### src/rtl/map_pkg.sv
// Shared tile-map constants, tile field layout, block_state codes and address types.
package map_pkg;
  localparam int MAP_ROWS = 5;
  localparam int MAP_COLS = 100;
  localparam int ROW_W    = 3;
  localparam int COL_W    = 7;
  localparam int TILE_W   = 15;

  localparam int BS_MSB = 14;
  localparam int BS_LSB = 12;
  localparam int R_MSB  = 11;
  localparam int R_LSB  = 8;
  localparam int G_MSB  = 7;
  localparam int G_LSB  = 4;
  localparam int B_MSB  = 3;
  localparam int B_LSB  = 0;

  typedef enum logic [2:0] {
    BLK_EMPTY  = 3'b000,
    BLK_SOLID  = 3'b001,
    BLK_HAZARD = 3'b010
  } blk_state_e;

  typedef enum logic {
    OWN_R0 = 1'b0,
    OWN_R1 = 1'b1
  } owner_e;

  typedef struct packed {
    logic [ROW_W-1:0] row;
    logic [COL_W-1:0] col;
  } map_addr_t;

  // Empty, black tile returned for rejected addresses.
  localparam logic [TILE_W-1:0] TILE_EMPTY = {BLK_EMPTY, 12'h000};

  function automatic logic addr_oob(input map_addr_t a);
    return (a.row >= ROW_W'(MAP_ROWS)) || (a.col >= COL_W'(MAP_COLS));
  endfunction
endpackage

### src/rtl/map_col_wrap.sv
// Combinational (col + off) mod MAP_COLS; single subtraction, 8-bit intermediate.
module map_col_wrap
  import map_pkg::*;
(
  input  logic [COL_W-1:0] i_col,
  input  logic [COL_W-1:0] i_off,
  output logic [COL_W-1:0] o_col
);
  logic [COL_W:0] w_sum;
  logic [COL_W:0] w_sub;

  assign w_sum = {1'b0, i_col} + {1'b0, i_off};
  assign w_sub = w_sum - (COL_W+1)'(MAP_COLS);
  assign o_col = (w_sum >= (COL_W+1)'(MAP_COLS)) ? w_sub[COL_W-1:0] : w_sum[COL_W-1:0];
endmodule

### src/rtl/map_access_arbiter.sv
// Two-requester arbiter for the tile-map port with starvation guard, scroll offset and
// 2-stage addr/data pipeline. Define MAP_ARB_BOUNDS_EN to reject out-of-range addresses.
module map_access_arbiter
  import map_pkg::*;
#(
  parameter int STARVE_LIMIT = 8
) (
  input  logic              clk,
  input  logic              rst_n,
  input  logic              r0_req,
  input  logic [ROW_W-1:0]  r0_row,
  input  logic [COL_W-1:0]  r0_col,
  output logic              r0_gnt,
  output logic              r0_rvalid,
  output logic [TILE_W-1:0] r0_rdata,
  input  logic              r1_req,
  input  logic [ROW_W-1:0]  r1_row,
  input  logic [COL_W-1:0]  r1_col,
  output logic              r1_gnt,
  output logic              r1_rvalid,
  output logic [TILE_W-1:0] r1_rdata,
  input  logic              scroll_step,
  output logic [COL_W-1:0]  scroll_off,
  output logic [ROW_W-1:0]  map_row,
  output logic [COL_W-1:0]  map_col,
  input  logic [TILE_W-1:0] map_data,
  output logic              addr_err
);
  localparam int STAGES = 2;
  localparam int WAIT_W = $clog2(STARVE_LIMIT + 1);

  logic [WAIT_W-1:0] r_wait_cnt;
  logic [COL_W-1:0]  r_scroll_off;
  logic [STAGES:1]   r_vld_pipe;
  owner_e            r_own1, r_own2;
  logic              r_bad1;
  logic [ROW_W-1:0]  r_map_row;
  logic [COL_W-1:0]  r_map_col;
  logic [TILE_W-1:0] r_r0_rdata, r_r1_rdata;

  logic              w_sel_r1, w_gnt, w_bad;
  map_addr_t         w_addr;
  logic [COL_W-1:0]  w_eff_col;

  // R1 wins when alone, or when it has been blocked STARVE_LIMIT cycles in a row.
  always_comb begin
    w_sel_r1 = r1_req && (!r0_req || (r_wait_cnt == WAIT_W'(STARVE_LIMIT)));
    w_gnt    = r0_req || r1_req;
    w_addr   = w_sel_r1 ? map_addr_t'{row: r1_row, col: r1_col}
                        : map_addr_t'{row: r0_row, col: r0_col};
  end

  assign r0_gnt = r0_req && !w_sel_r1;
  assign r1_gnt = w_sel_r1;

  map_col_wrap u_col_wrap (
    .i_col (w_addr.col),
    .i_off (r_scroll_off),
    .o_col (w_eff_col)
  );

`ifdef MAP_ARB_BOUNDS_EN
  assign w_bad    = addr_oob(w_addr);
  assign addr_err = r_vld_pipe[1] && r_bad1;
`else
  assign w_bad    = 1'b0;
  assign addr_err = 1'b0;
`endif

  always_ff @(posedge clk or negedge rst_n) begin
    if (!rst_n) begin
      r_wait_cnt   <= '0;
      r_scroll_off <= '0;
      r_vld_pipe   <= '0;
      r_own1       <= OWN_R0;
      r_own2       <= OWN_R0;
      r_bad1       <= 1'b0;
      r_map_row    <= '0;
      r_map_col    <= '0;
      r_r0_rdata   <= '0;
      r_r1_rdata   <= '0;
    end else begin
      if (!r1_req || r1_gnt)
        r_wait_cnt <= '0;
      else if (r_wait_cnt != WAIT_W'(STARVE_LIMIT))
        r_wait_cnt <= r_wait_cnt + 1'b1;

      if (scroll_step)
        r_scroll_off <= (r_scroll_off == COL_W'(MAP_COLS - 1)) ? '0 : r_scroll_off + 1'b1;

      r_vld_pipe <= {r_vld_pipe[STAGES-1:1], w_gnt};
      r_own1     <= w_sel_r1 ? OWN_R1 : OWN_R0;
      r_own2     <= r_own1;
      r_bad1     <= w_gnt && w_bad;

      // Bad addresses never reach the map; the port keeps its last address.
      if (w_gnt && !w_bad) begin
        r_map_row <= w_addr.row;
        r_map_col <= w_eff_col;
      end

      if (r_vld_pipe[1]) begin
        if (r_own1 == OWN_R1) r_r1_rdata <= r_bad1 ? TILE_EMPTY : map_data;
        else                  r_r0_rdata <= r_bad1 ? TILE_EMPTY : map_data;
      end
    end
  end

  assign r0_rvalid  = r_vld_pipe[STAGES] && (r_own2 == OWN_R0);
  assign r1_rvalid  = r_vld_pipe[STAGES] && (r_own2 == OWN_R1);
  assign r0_rdata   = r_r0_rdata;
  assign r1_rdata   = r_r1_rdata;
  assign scroll_off = r_scroll_off;
  assign map_row    = r_map_row;
  assign map_col    = r_map_col;
endmodule

### config.mk
export PLATFORM = sky130hd
export DESIGN_NAME = map_access_arbiter
export DESIGN_NICKNAME = d
export VERILOG_FILES = /design/src/rtl/map_pkg.sv /design/src/rtl/map_col_wrap.sv /design/src/rtl/map_access_arbiter.sv
export SDC_FILE = /design/constraint.sdc
export NUM_CORES = 1
export LEC_CHECK = 0
export ABC_AREA = 0
export CAP_MARGIN = 10
export CORE_ASPECT_RATIO = 1.4
export CORE_MARGIN = 5
export CORE_UTILIZATION = 40
export DETAILED_ROUTE_END_ITERATION = 6
export PLACE_DENSITY = 0.72
export SYNTH_ARGS = -nofsm -noshare
export SYNTH_HDL_FRONTEND = slang
export SYNTH_SLANG_ARGS = --single-unit
### constraint.sdc
create_clock -name clk -period 4.6 [get_ports clk]
set_input_delay 1.38 -clock clk [delete_from_list [all_inputs] [get_ports clk]]
set_output_delay 1.38 -clock clk [all_outputs]
set_load 0.02 [all_outputs]
==> flow_summary.ini <==
; physical design summary
[outcome]
run_status = complete, no violations

[power]
power.ir.vdd_worst_mv = 0.346
total_power_density_per_cell_area_mw_per_mm2 = 498

[floorplan]
fp.dieH_um = 108
pin_count = 92
floorplan.rows = 35
fp_core_util = 0.412
nWellTaps = 92

[critical_path]
crit_type = input pin to register
timing.critical_path.cells = clkdlybuf4s50_1 -> o21ai_0 -> and2_4 -> buf_4 -> mux2_2 -> ha_1 -> a211oi_2 -> nor2_1 -> xor2_1 -> inv_1 -> ha_1 -> nand3b_1 -> a21oi_2 -> nor3_1 -> o41a_1 -> or3_1 -> a31oi_1
crit_buf_inv = 3
arrival_ns = 4.67
crit_path_end_kind = register
critical-path-top-delay-family = AND-OR/OR-AND gates
cp.required_ns = 4.84
cpMaxStageDelayCell = clkdlybuf4s50_1
critPathMostFrequentCell = ha_1

[synth]
synth_area_mm2 = 0.00274
aoi_share = 0.0830
yosys_cells = 236
netlist-cell-type-count = 41
mux_area_frac = 0.163
sequential_share_of_the_synthesized_area = 0.502
synthesis.area_per_instance_um2 = 11.6
synth.cellmix.simpleShare = 0.107
synth-edff-count = 0
ys_async_sr_fraction = 1.00
ys_warn_count = 0
synth.top_cells.by_count = dfrtp_1 (55), mux2_2 (38), nor2_1 (16)
syn_nets = 290
postSynth.topFlopCell = dfrtp_1
post_synth_inst_count = 236

[layout]
portion_of_the_layout_cell_area_used_by_clock_cells = 0.0243
antennaDiodeCount = 0
bufAreaShareNonClock = 0.271
inverters_excl_clock = 15
layout.area.comb_mm2 = 0.00132
nets = 406
clk_buf = 6
logic_gates = 158
flop_area_mm2 = 0.00138
area.share.combinational = 0.324
syn_to_final_growth_pct = 48.0
n_all_buffers = 117
area.share.sequential = 0.339
drive_gt1_frac = 0.246
finish.utilization = 0.610
instances_no_fill = 445

[place]
placedInstanceArea_mm2 = 0.00391
place.gp.congestion = 0.775
total_of_buffers_placed_on_input_and_output_ports = 90
dp.final_hpwl_mm = 5.01
dpl.cell_count = 436
detailedPlace.worstSlack_ns = -0.306

[cts]
post-cts-setup-buffers = 0
path_clk_slew_ns = 0.10
cts_resized = 0
cts_made_buffers = 5
clock_tree.htree_level_count = 2
ctsRootBufferMaster = clkbuf_8
tritoncts = built
number_of_sinks_handled_by_clock_tree_synthesis = 55
postCtsHoldBufs = 0

[timing]
worst_pin_slew_ns = 0.719
timing.fmax_mhz = 226
maxSlewViolCount = 0
worst_slew_margin_rel = 0.520
post-route-worst-setup-slack_ns = 0.167
fin_tns_setup_ns = 0
setup-violations-final = 0
worst_clock_skew_ns = 0.00406
final-hold-violation-count = 0

[grt]
grt_first_pass_wirelength_mm = 10.3
number_of_antenna_violations_at_the_first_check_in_global_routing = 0
global_route.usage.total = 0.151
first_global_vias = 2270
grt_start_max_net_pins = 34

[run]
log.warning_count = 29

[routing]
drtAntennaViolNets = 0
met1Wirelength_mm = 2.48
drtPass1Iterations = 4
via_count = 2193
vias_per_std_cell = 4.93
post_drt_wl_per_cell_um = 14.1
top_layer = met4
post-route-drc-count = 0

[worst_hold_path]
hold_path_class = register to register
-- per-layer routing --
metal,GRT usage,up-vias
met5,0,-
met4,0.0483,0
met3,0.0308,14
met2,0.277,77
met1,0.172,1041
li1,-,1061
-- sequential cells by signal, summed over array words and instances (netlist names) --
| register | count |
|---|---|
| map_col | 7 |
| map_row | 3 |
| r0_rdata | 15 |
| r1_rdata | 15 |
| r_own1 | 1 |
| r_own2 | 1 |
| r_vld_pipe | 2 |
| r_wait_cnt | 4 |
| scroll_off | 7 |
-- path summary, 6_finish.rpt --
path	end	depth (start not counted)	slack (ns)	from
min in group asynchronous	r1_rdata[9]	1	1.12	rst_n
setup reg to reg	map_col[4]	19	0.93	r_wait_cnt[0]
max in group asynchronous	map_col[2]	2	2.72	rst_n
setup / recovery	map_col[4]	17	0.17	r0_req
hold reg to reg	r_vld_pipe[2]	0	0.40	r_vld_pipe[1]
hold / removal	r_vld_pipe[2]	0	0.40	r_vld_pipe[1]
-- power by group --
part / internal [W] / switching [W]
clock: 0.000123 / 0.000156
sequential: 0.000578 / 0.0000729
combinational: 0.000568 / 0.000524
total: 0.00127 / 0.000753
-- worst reg2reg max path, delay by kind of cell (launching register included) --
family | cells | cell delay, ns
buf+inv | 3 | 0.28
compound gates | 5 | 1.05
simple gates | 6 | 0.87
flops | 1 | 0.42
fa+ha+maj | 3 | 0.48
xor+xnor | 1 | 0.18
mux | 1 | 0.33
-- placed cells by master, fill, tap and decap left out, drive strengths merged, types with 4 or more instances in the layout --
cell type      count
mux2              38
nand2             15
clkdlybuf4s50     89
nand3              4
xnor2             10
inv               14
nor2              16
nor3               4
ha                13
buf               28
a211oi             5
dfrtp             55
clkbuf             6
a21oi              6
o21ai              8
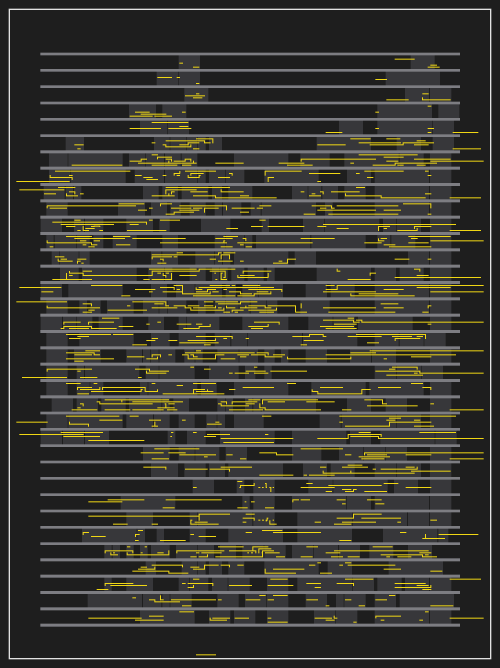
**Above:** M1 wires.
Scale: 6 px per um. Supply wires on this layer in grey.
longest straight run: 24.4 um
wire length on this layer: 2,480 um
main direction: horizontal
nets with wire on the layer: 355

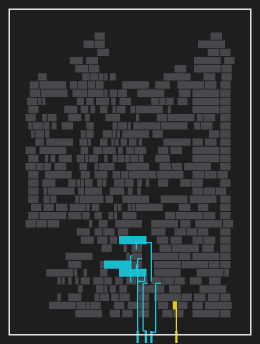
**Above:** wires at chosen ports, followed through buffers.
Scale: 3 px per um.
| colour | port | bits | direction | edge | end cells | buffers | wire |
|---|---|---|---|---|---|---|---|
| cyan | map_row | 3 | output | bottom | 3 | 3 | 106 um |
| yellow | addr_err | 1 | output | bottom | 1 | 0 | 8.30 um |

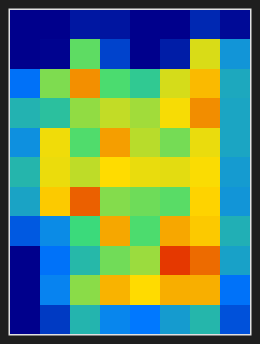
**Above:** placement density heat map.
Scale: 3 px per um. The die is cut into 8 by 11 equal tiles; dark blue is low, red is high, 0 to 100% covered.
densest ninth of the die: centre
nearly empty tiles: 11%
mean over tiles: 46%

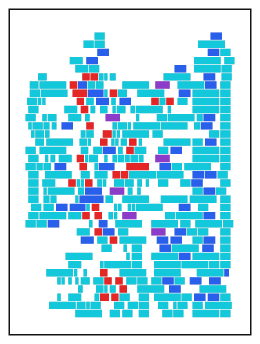
**Above:** cells by drive strength.
Scale: 3 px per um.
| colour | size | cells | most used |
|---|---|---|---|
| purple | drive 6 and up | 6 | clkbuf_8 |
| blue | drive 2 | 49 | mux2_2 |
| cyan | drive 1 or less | 266 | clkdlybuf4s50_1 |
| red | drive 3 to 4 | 32 | buf_4 |

Power and IR drop assume default switching activity.
